**Run 1: signal wires by layer**

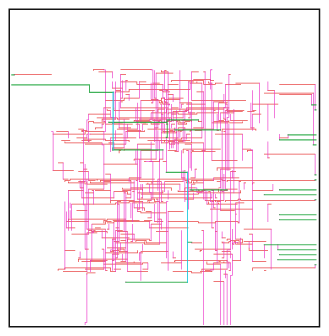
**Run 1: clock wires, drivers and flops**

The bar under the picture is 20 um long.
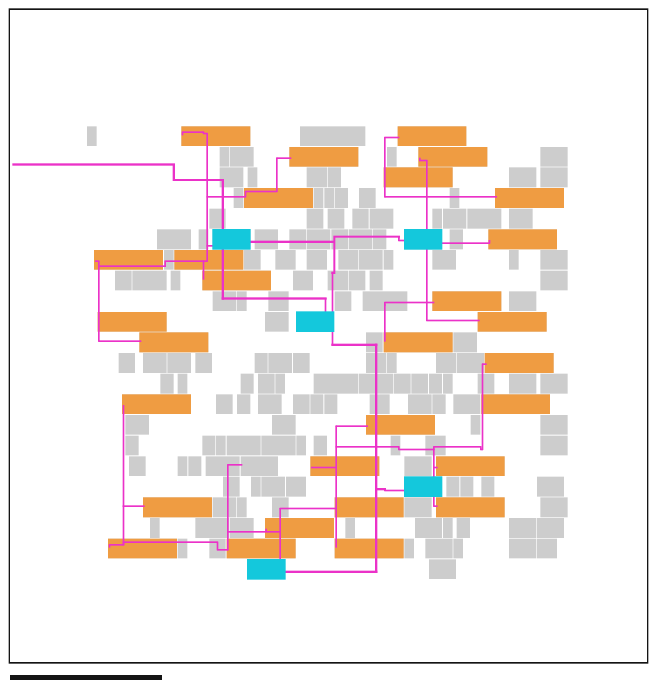
**Run 1: pin map**

Pins as bars across the die edge, other pins in gray.
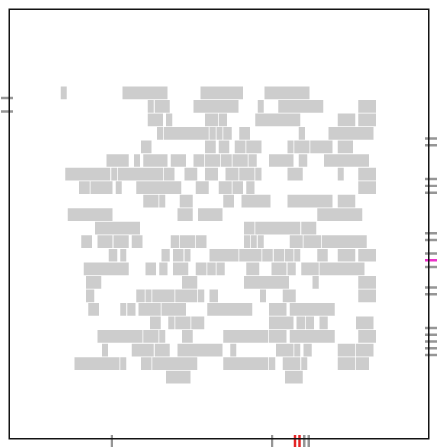
$ cat config.mk
export PLATFORM = sky130hd
export DESIGN_NAME = lcd_lh507x_drv
export DESIGN_NICKNAME = d
export VERILOG_FILES = /design/src/rtl/lcd_lh507x_pkg.sv /design/src/rtl/lcd_lh507x_timing_cnt.sv /design/src/rtl/lcd_lh507x_drv.sv
export SDC_FILE = /design/constraint.sdc
export NUM_CORES = 1
export LEC_CHECK = 0
export CELL_PAD_IN_SITES_DETAIL_PLACEMENT = 0
export CELL_PAD_IN_SITES_GLOBAL_PLACEMENT = 1
export CORE_AREA = 10 10 74 76
export DETAILED_ROUTE_END_ITERATION = 12
export DIE_AREA = 0 0 84 86
export GPL_ROUTABILITY_DRIVEN = 0
export PLACE_DENSITY_LB_ADDON = 0.1
export SLEW_MARGIN = 10
export SYNTH_ARGS = -nofsm -noshare
export SYNTH_HDL_FRONTEND = slang
export SYNTH_SLANG_ARGS = --single-unit
$ cat constraint.sdc
create_clock -name clk -period 2.06 [get_ports clk]
set_input_delay 0.412 -clock clk [delete_from_list [all_inputs] [get_ports clk]]
set_output_delay 0.412 -clock clk [all_outputs]
set_load 0.03 [all_outputs]
$ cat src/rtl/lcd_lh507x_pkg.sv
// Shared types and default timing for the LH507x LCD timing generator.
package lcd_lh507x_pkg;

    typedef enum logic [1:0] {
        OFF,
        WAIT_FRAME,
        ACTIVE,
        VBLANK
    } lcd_state_t;

    localparam int unsigned H_ACTIVE_DEF = 160;
    localparam int unsigned H_BLANK_DEF  = 296;
    localparam int unsigned V_ACTIVE_DEF = 144;
    localparam int unsigned V_BLANK_DEF  = 10;
    localparam int unsigned H_TOTAL_DEF  = H_ACTIVE_DEF + H_BLANK_DEF;
    localparam int unsigned V_TOTAL_DEF  = V_ACTIVE_DEF + V_BLANK_DEF;

    function automatic int unsigned cnt_width(input int unsigned n);
        return (n < 2) ? 1 : $clog2(n);
    endfunction

    localparam int unsigned COL_W_DEF  = cnt_width(H_TOTAL_DEF);
    localparam int unsigned LINE_W_DEF = cnt_width(V_TOTAL_DEF);

endpackage

$ cat src/rtl/lcd_lh507x_timing_cnt.sv
// Column/line raster counters with synchronous clear and decoded slot strobes.
module lcd_lh507x_timing_cnt
    import lcd_lh507x_pkg::*;
#(
    parameter int unsigned H_ACTIVE = H_ACTIVE_DEF,
    parameter int unsigned H_TOTAL  = H_TOTAL_DEF,
    parameter int unsigned V_ACTIVE = V_ACTIVE_DEF,
    parameter int unsigned V_TOTAL  = V_TOTAL_DEF,
    parameter int unsigned COL_W    = COL_W_DEF,
    parameter int unsigned LINE_W   = LINE_W_DEF
) (
    input  logic clk,
    input  logic reset,
    input  logic clr,
    input  logic en,
    output logic line_wrap,
    output logic act_end,
    output logic col0,
    output logic col_latch,
    output logic visible,
    output logic line0,
    output logic vis_nxt
);

    logic [COL_W-1:0]  col;
    logic [COL_W-1:0]  col_nxt;
    logic [LINE_W-1:0] line;
    logic [LINE_W-1:0] line_nxt;
    logic              col_wrap;

    assign col_wrap  = (32'(col) == H_TOTAL - 1);
    assign line_wrap = col_wrap && (32'(line) == V_TOTAL - 1);
    assign act_end   = col_wrap && (32'(line) == V_ACTIVE - 1);
    assign col0      = (col == '0);
    assign col_latch = (32'(col) == H_ACTIVE);
    assign visible   = (32'(col) < H_ACTIVE);
    assign line0     = (line == '0);
    // Lets the owner register px_ready against the slot it will govern.
    assign vis_nxt   = (32'(col_nxt) < H_ACTIVE);

    always_comb begin
        col_nxt  = col;
        line_nxt = line;
        if (clr) begin
            col_nxt  = '0;
            line_nxt = '0;
        end else if (en) begin
            if (col_wrap) begin
                col_nxt  = '0;
                line_nxt = line_wrap ? '0 : line + LINE_W'(1);
            end else begin
                col_nxt = col + COL_W'(1);
            end
        end
    end

    always_ff @(posedge clk or negedge reset) begin
        if (!reset) begin
            col  <= '0;
            line <= '0;
        end else begin
            col  <= col_nxt;
            line <= line_nxt;
        end
    end

endmodule

$ cat src/rtl/lcd_lh507x_drv.sv
// LH507x timing generator: frame FSM plus registered posedge/negedge phase pairs
// for every LCD control pin and the 2-bit pixel bus.
module lcd_lh507x_drv
    import lcd_lh507x_pkg::*;
#(
    parameter int unsigned H_ACTIVE = H_ACTIVE_DEF,
    parameter int unsigned H_BLANK  = H_BLANK_DEF,
    parameter int unsigned V_ACTIVE = V_ACTIVE_DEF,
    parameter int unsigned V_BLANK  = V_BLANK_DEF
) (
    input  logic       clk,
    input  logic       reset,
    input  logic       disp_on,
    input  logic [1:0] px_data,
    input  logic       px_first,
    input  logic       px_valid,
    output logic       px_ready,
    output logic       underrun,
    output logic       p_hsync,
    output logic       n_hsync,
    output logic       p_vsync,
    output logic       n_vsync,
    output logic       p_latch,
    output logic       n_latch,
    output logic       p_altsig,
    output logic       n_altsig,
    output logic       p_ctrl,
    output logic       n_ctrl,
    output logic       p_pclk,
    output logic       n_pclk,
    output logic [1:0] p_px,
    output logic [1:0] n_px
);

    localparam int unsigned H_TOTAL = H_ACTIVE + H_BLANK;
    localparam int unsigned V_TOTAL = V_ACTIVE + V_BLANK;

    lcd_state_t state, state_nxt;

    logic start, slot, emit, cnt_clr, cnt_en;
    logic line_wrap, act_end, col0, col_latch, visible, line0, vis_nxt;
    logic hsync_d, vsync_d, latch_d, altsig_d, ctrl_d, pclk_d, underrun_d, ready_d;
    logic [1:0] px_d;

    // The WAIT_FRAME cycle that sees the px_first beat is itself slot (0,0).
    assign start   = (state == WAIT_FRAME) && px_valid && px_first;
    assign slot    = (state == ACTIVE) || start;
    assign emit    = slot && visible && disp_on;
    assign cnt_clr = (state == OFF) || ((state == WAIT_FRAME) && !start);
    assign cnt_en  = (state == ACTIVE) || (state == VBLANK) || start;

    lcd_lh507x_timing_cnt #(
        .H_ACTIVE (H_ACTIVE),
        .H_TOTAL  (H_TOTAL),
        .V_ACTIVE (V_ACTIVE),
        .V_TOTAL  (V_TOTAL),
        .COL_W    (cnt_width(H_TOTAL)),
        .LINE_W   (cnt_width(V_TOTAL))
    ) u_cnt (
        .clk       (clk),
        .reset     (reset),
        .clr       (cnt_clr),
        .en        (cnt_en),
        .line_wrap (line_wrap),
        .act_end   (act_end),
        .col0      (col0),
        .col_latch (col_latch),
        .visible   (visible),
        .line0     (line0),
        .vis_nxt   (vis_nxt)
    );

    always_ff @(posedge clk or negedge reset) begin
        if (!reset) state <= OFF;
        else        state <= state_nxt;
    end

    always_comb begin
        state_nxt = state;
        if (!disp_on) begin
            state_nxt = OFF;
        end else begin
            case (state)
                OFF:        state_nxt = WAIT_FRAME;
                WAIT_FRAME: if (start) state_nxt = ACTIVE;
                ACTIVE:     if (act_end) state_nxt = (V_BLANK == 0) ? WAIT_FRAME : VBLANK;
                VBLANK:     if (line_wrap) state_nxt = WAIT_FRAME;
                default:    state_nxt = OFF;
            endcase
        end
    end

    always_comb begin
        ready_d    = (state_nxt == WAIT_FRAME) || ((state_nxt == ACTIVE) && vis_nxt);
        ctrl_d     = (state != OFF);
        hsync_d    = 1'b0;
        vsync_d    = 1'b0;
        latch_d    = 1'b0;
        pclk_d     = 1'b0;
        underrun_d = 1'b0;
        px_d       = p_px;
        altsig_d   = p_altsig;
        if (state == OFF) begin
            px_d     = '0;
            altsig_d = 1'b0;
        end else if (slot) begin
            hsync_d = col0;
            vsync_d = line0;
            latch_d = col_latch;
            if (col0 && line0) altsig_d = !p_altsig;
            // A beat taken while disp_on is low is dropped rather than shown.
            if (emit) begin
                pclk_d     = 1'b1;
                px_d       = px_valid ? px_data : 2'b00;
                underrun_d = !px_valid;
            end
        end
    end

    always_ff @(posedge clk or negedge reset) begin
        if (!reset) begin
            px_ready <= 1'b0;
            underrun <= 1'b0;
            p_hsync  <= 1'b0;
            n_hsync  <= 1'b0;
            p_vsync  <= 1'b0;
            n_vsync  <= 1'b0;
            p_latch  <= 1'b0;
            n_latch  <= 1'b0;
            p_altsig <= 1'b0;
            n_altsig <= 1'b0;
            p_ctrl   <= 1'b0;
            n_ctrl   <= 1'b0;
            p_pclk   <= 1'b0;
            n_pclk   <= 1'b0;
            p_px     <= '0;
            n_px     <= '0;
        end else begin
            px_ready <= ready_d;
            underrun <= underrun_d;
            p_hsync  <= hsync_d;
            n_hsync  <= hsync_d;
            p_vsync  <= vsync_d;
            n_vsync  <= vsync_d;
            p_latch  <= latch_d;
            n_latch  <= 1'b0;
            p_altsig <= altsig_d;
            n_altsig <= altsig_d;
            p_ctrl   <= ctrl_d;
            n_ctrl   <= ctrl_d;
            p_pclk   <= pclk_d;
            n_pclk   <= 1'b0;
            p_px     <= px_d;
            n_px     <= px_d;
        end
    end

endmodule

==> flow_summary.json, run 1 <==
{
  "critical_path.top_delay_family": "simple AND/OR/NAND/NOR gates",
  "clk_pin_slew_ps": 60,
  "yosys_most_used_dff": "dfrtp_1",
  "drive_gt1_frac": 0.131,
  "fmax_mhz": 541,
  "rr_startpoint": "u_cnt.col[0]",
  "crit_chain": "ha_1 -> and4_1 -> and4_1 -> or2_1 -> a21oi_1",
  "hold_depth": 1,
  "seq_share": 0.376,
  "drv_slew": 0,
  "grt_max_degree": 30,
  "p_switching_uw": 328,
  "rr_worst_depth": 5,
  "most_common_cell": "dfrtp_1",
  "worstReg2RegEnd": "u_cnt.line[1]",
  "yosys_area_um2": 1600,
  "overflow": 0,
  "critPathMaxStageDelay_ps": 390,
  "cts_buffers": 5,
  "drt_iter0_drc": 45,
  "post-route-util": 0.486,
  "top_cells_by_count": "dfrtp_1, nor2_1, nand2_1",
  "place_area_um2": 1840,
  "clock_buffers": 7,
  "num-fill-cells": 394,
  "n_all_buffers": 30,
  "clock_path_buffers": 2,
  "tap_cells": 50,
  "grt_pass1_vias": 1201,
  "finalClockSkew_ps": 4.12,
  "dp_cells": 226,
  "io_pins": 25,
  "ys_seq_share": 0.454,
  "aoi_share": 0.117,
  "viasPerCell": 5.19,
  "antenna_left": 0,
  "maxPowerGroup": "sequential cells",
  "switching_share": 0.261,
  "cts_max_level": 2,
  "worstSetupStartpoint": "u_cnt.col[0]",
  "seqCellArea_um2": 726,
  "min_to": "u_cnt.col[0]",
  "ys_cells": 158,
  "dpl.hpwl_mm": 2.64,
  "final.setup.tns_ps": 0,
  "cp.depth": 5,
  "cp_data_required_time_ps": 2210,
  "status": "complete, no violations",
  "rsz0062_at_grt": "false",
  "combGateArea_um2": 743,
  "regMostFlops": "u_cnt.col",
  "logic_family": "simple AND/OR/NAND/NOR gates",
  "cp-start-kind": "flop",
  "syn_to_final_growth_pct": 20.7,
  "top_regs": "u_cnt.col (9), u_cnt.line (8)",
  "syn_area_um2": 1600,
  "sh_comb_area": 0.385,
  "lay_top_count": "dfrtp_1",
  "pwr-share-clk": 0.372,
  "p_per_area_nw_per_um2": 651,
  "dr.pass1.iters": 4,
  "end_kind": "flop",
  "cts-root-buf": "clkbuf_8",
  "p_int_uw": 928,
  "logic_gate_count": 109,
  "fp_util": 0.402,
  "synth_cells": 158,
  "ys_sh_adder": 0.0392,
  "p_comb_uw": 190,
  "cpMaxStageDelayCell": "dfrtp_1",
  "synth.area.top_cells": "dfrtp_1, buf_4, ha_1, nor2_1, xnor2_1",
  "leakage_uw": 0.000832,
  "top_layer_used": "met4",
  "dp_slack_ps": 0.743,
  "post_cts_buffers": 0,
  "use_met3": 0.0464,
  "setup_viol": 0,
  "layout_setup_ws_ps": 212,
  "cpMostUsedCell": "and4_1",
  "crit_end": "u_cnt.line[1]",
  "grt_usage": 0.102,
  "p_seq_uw": 599,
  "gr-usage-met2": 0.154,
  "ys_ff": 29,
  "maxCapViolCount": 0
}
Back to the opening pictures, 'signal wires by layer':
| color | layer | wire length |
|---|---|---|
| red | M1 | 1,640 um |
| magenta | M2 | 1,580 um |
| green | M3 | 228 um |
| cyan | M4 | 45.6 um |
drt total wl: 3.50 mm
via count: 1,210
drt wl/cell: 15.0 um

Back to the opening pictures, 'clock wires, drivers and flops':
[magenta] clock wires | length: 451 um
[orange] flip-flops | count: 29
[cyan] clock-net drivers | count: 5
routed clock nets: 6

Back to the opening pictures, 'pin map':
| color | port | pins | direction | edge |
|---|---|---|---|---|
| red | px_data | 2 | input | bottom |
| magenta | p_vsync | 1 | output | right |
all pins by edge: 17 right, 6 bottom, 2 left

## Run 2: what changed since run 1
--- a/config.mk
+++ b/config.mk
@@ -5,6 +5,7 @@
 export SDC_FILE = /design/constraint.sdc
 export NUM_CORES = 1
 export LEC_CHECK = 0
+export ABC_CLOCK_PERIOD_IN_PS = 2060
 export CELL_PAD_IN_SITES_DETAIL_PLACEMENT = 0
 export CELL_PAD_IN_SITES_GLOBAL_PLACEMENT = 1
 export CORE_AREA = 10 10 74 76
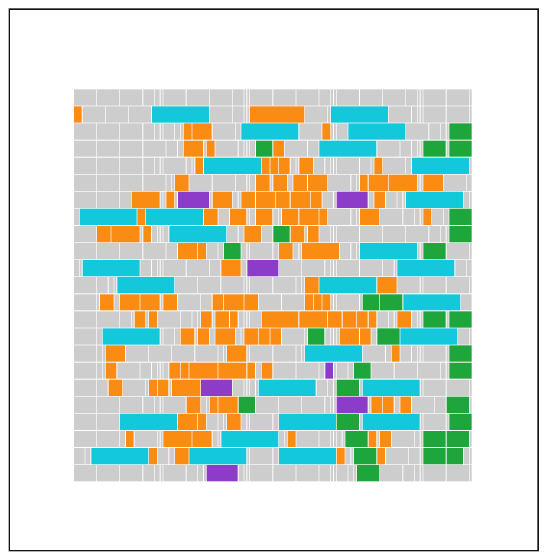
**Above:** run 2 (cell classes on the final placement).
Fill, decap, tap and diode cells in gray.
| color | class | cells |
|---|---|---|
| cyan | registers | 29 |
| green | remaining buffers and delay cells | 30 |
| orange | remaining logic cells | 117 |
| purple | clock drivers and dummy loads | 7 |

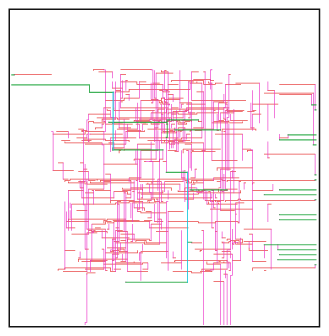
**Above:** run 2 (signal wires by layer).
GRT Util Overall: 0.102

==> run 2 against run 1 <==
Total power unchanged. Combinational power about the same. Highest routed layer unchanged. Fmax unchanged.
==> flow_summary.json, run 2 <==
{
  "status": "complete, no violations",
  "leakage_uw": 0.000832,
  "pwr-share-clk": 0.372,
  "fp_util": 0.402,
  "cp_data_required_time_ps": 2210,
  "n_all_buffers": 30,
  "drt_iter0_drc": 45,
  "p_per_area_nw_per_um2": 651,
  "cpMostUsedCell": "and4_1",
  "wirelength_mm": 3.50,
  "drv_slew": 0,
  "synth.area.top_cells": "dfrtp_1, buf_4, ha_1, nor2_1, xnor2_1",
  "overflow": 0,
  "seqCellArea_um2": 726,
  "dp_cells": 226,
  "dp_slack_ps": 0.743,
  "ys_cells": 158,
  "syn_to_final_growth_pct": 20.7,
  "rsz0062_at_grt": "false",
  "rr_worst_depth": 5,
  "ys_sh_adder": 0.0392,
  "yosys_area_um2": 1600,
  "gr-usage-met2": 0.154,
  "cp.depth": 5,
  "final.setup.tns_ps": 0,
  "min_to": "u_cnt.col[0]",
  "top_cells_by_count": "dfrtp_1, nor2_1, nand2_1",
  "vias": 1210,
  "viasPerCell": 5.19,
  "crit_chain": "ha_1 -> and4_1 -> and4_1 -> or2_1 -> a21oi_1",
  "yosys_most_used_dff": "dfrtp_1",
  "io_pins": 25,
  "p_seq_uw": 599,
  "top_regs": "u_cnt.col (9), u_cnt.line (8)",
  "maxPowerGroup": "sequential cells",
  "wl_per_cell_um": 15.0,
  "hold_depth": 1,
  "sh_comb_area": 0.385,
  "layout_setup_ws_ps": 212,
  "worstReg2RegEnd": "u_cnt.line[1]",
  "clock_buffers": 7,
  "logic_gate_count": 109,
  "crit_end": "u_cnt.line[1]",
  "end_kind": "flop",
  "top_layer_used": "met4",
  "aoi_share": 0.117,
  "synth_cells": 158,
  "dr.pass1.iters": 4,
  "regMostFlops": "u_cnt.col",
  "ys_ff": 29,
  "p_int_uw": 928,
  "cts_max_level": 2,
  "seq_share": 0.376,
  "post_cts_buffers": 0,
  "cpMaxStageDelayCell": "dfrtp_1",
  "rr_startpoint": "u_cnt.col[0]",
  "maxCapViolCount": 0,
  "tap_cells": 50,
  "most_common_cell": "dfrtp_1",
  "cts_buffers": 5,
  "place_area_um2": 1840,
  "critical_path.top_delay_family": "simple AND/OR/NAND/NOR gates",
  "clk_pin_slew_ps": 60,
  "syn_area_um2": 1600,
  "grt_pass1_vias": 1201,
  "p_comb_uw": 190,
  "p_switching_uw": 328,
  "switching_share": 0.261,
  "critPathMaxStageDelay_ps": 390,
  "logic_family": "simple AND/OR/NAND/NOR gates",
  "ys_seq_share": 0.454
}
## Run 3: what changed since run 2
--- a/config.mk
+++ b/config.mk
@@ -5,12 +5,12 @@
 export SDC_FILE = /design/constraint.sdc
 export NUM_CORES = 1
 export LEC_CHECK = 0
-export ABC_CLOCK_PERIOD_IN_PS = 2060
+export ABC_CLOCK_PERIOD_IN_PS = 1700
 export CELL_PAD_IN_SITES_DETAIL_PLACEMENT = 0
 export CELL_PAD_IN_SITES_GLOBAL_PLACEMENT = 1
-export CORE_AREA = 10 10 74 76
+export CORE_AREA = 10 10 92 70
 export DETAILED_ROUTE_END_ITERATION = 12
-export DIE_AREA = 0 0 84 86
+export DIE_AREA = 0 0 102 80
 export GPL_ROUTABILITY_DRIVEN = 0
 export PLACE_DENSITY_LB_ADDON = 0.1
 export SLEW_MARGIN = 10
==> constraint.sdc (replaced) <==
create_clock -name clk -period 1.7 [get_ports clk]
set_input_delay 0.34 -clock clk [delete_from_list [all_inputs] [get_ports clk]]
set_output_delay 0.34 -clock clk [all_outputs]
set_load 0.03 [all_outputs]
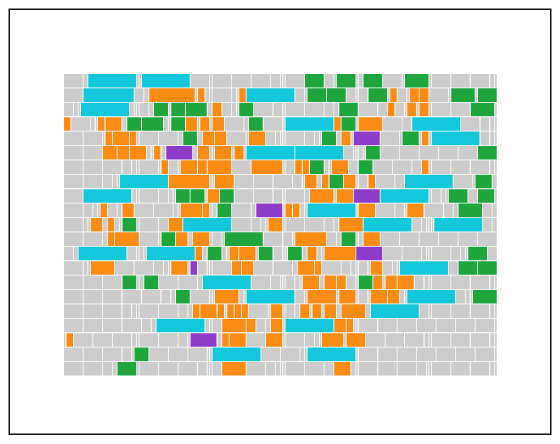
**Above:** run 3 (cell classes on the final placement).
Fill, decap, tap and diode cells in gray.
| color | class | cells |
|---|---|---|
| green | remaining buffers and delay cells | 53 |
| purple | clock drivers and dummy loads | 7 |
| cyan | registers | 29 |
| orange | remaining logic cells | 117 |

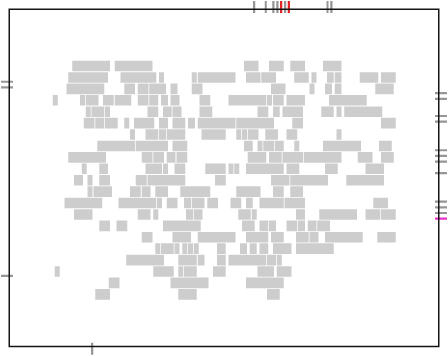
**Above:** run 3 (pin map).
Pins as bars across the die edge, other pins in gray.
| color | port | pins | direction | edge |
|---|---|---|---|---|
| red | px_data | 2 | input | top |
| magenta | p_vsync | 1 | output | right |
all pins by edge: 12 right, 9 top, 3 left, 1 bottom

==> run 3 against run 2 <==
Sequential cell count unchanged. Synthesized cell count unchanged. Register-to-register slack got worse by 130 ps. Clock power increased by 24%. Routed wire length increased by 14%. Clock skew decreased by 0.74 ps. Die area increased by 13%. Final area increased by 14%. Worst hold slack got worse by 46 ps. Critical path type is now reg2out. Largest cell class unchanged. Highest routed layer unchanged.
==> flow_summary.json, run 3 <==
{
  "seqCellArea_um2": 727,
  "clock_buffers": 7,
  "p_per_area_nw_per_um2": 712,
  "final.setup.tns_ps": 0,
  "instances_no_fill": 263,
  "cts_buffers": 5,
  "dr.pass1.iters": 4,
  "drv_slew": 0,
  "fp_util": 0.342,
  "synth_cells": 158,
  "syn_to_final_growth_pct": 38.1,
  "grt_usage": 0.104,
  "maxPowerGroup": "sequential cells",
  "p_seq_uw": 725,
  "cp-start-kind": "flop",
  "switching_share": 0.269,
  "p_switching_uw": 422,
  "most_common_cell": "dfrtp_1",
  "clk_share": 0.0391,
  "p_int_uw": 1150,
  "critPathMaxStageDelay_ps": 680,
  "rr_startpoint": "u_cnt.col[5]",
  "critical_path.top_delay_family": "buffers and inverters",
  "top_regs": "u_cnt.col (9), u_cnt.line (8)",
  "cp_data_required_time_ps": 1360,
  "vias": 1294,
  "synth.area.top_cells": "dfrtp_1, buf_4, ha_1, nor2_1, xnor2_1",
  "maxCapViolCount": 0,
  "n_all_buffers": 53,
  "largest_reg_flops": 9,
  "cpMaxStageDelayCell": "clkdlybuf4s50_1",
  "ys_sh_adder": 0.0392,
  "fmax_mhz": 605,
  "sh_comb_area": 0.367,
  "logic_family": "simple AND/OR/NAND/NOR gates",
  "regMostFlops": "u_cnt.col",
  "yosys_most_used_dff": "dfrtp_1",
  "yosys_area_um2": 1600,
  "ys_cells": 158,
  "layout_setup_ws_ps": 47.0,
  "rr_worst_depth": 6,
  "ys_seq_share": 0.454,
  "ys_ff": 29,
  "top_layer_used": "met4",
  "seq_share": 0.329,
  "gr-usage-met2": 0.164,
  "syn_area_um2": 1600,
  "post_cts_buffers": 1,
  "clock_path_buffers": 2,
  "p_comb_uw": 267,
  "grt_pass1_vias": 1390,
  "wl_per_cell_um": 15.1,
  "top_cells_by_count": "dfrtp_1, nor2_1, nand2_1",
  "wirelength_mm": 3.98,
  "overflow": 0,
  "io_pins": 25,
  "post-route-drc-count": 0,
  "leakage_uw": 0.00107,
  "drt_iter0_drc": 29,
  "cts_max_level": 2,
  "status": "complete, no violations",
  "worstReg2RegEnd": "px_ready",
  "aoi_share": 0.117,
  "dp_cells": 252,
  "tap_cells": 57,
  "crit_chain": "clkdlybuf4s50_1",
  "viasPerCell": 4.92
}
Power and IR drop assume default switching activity.
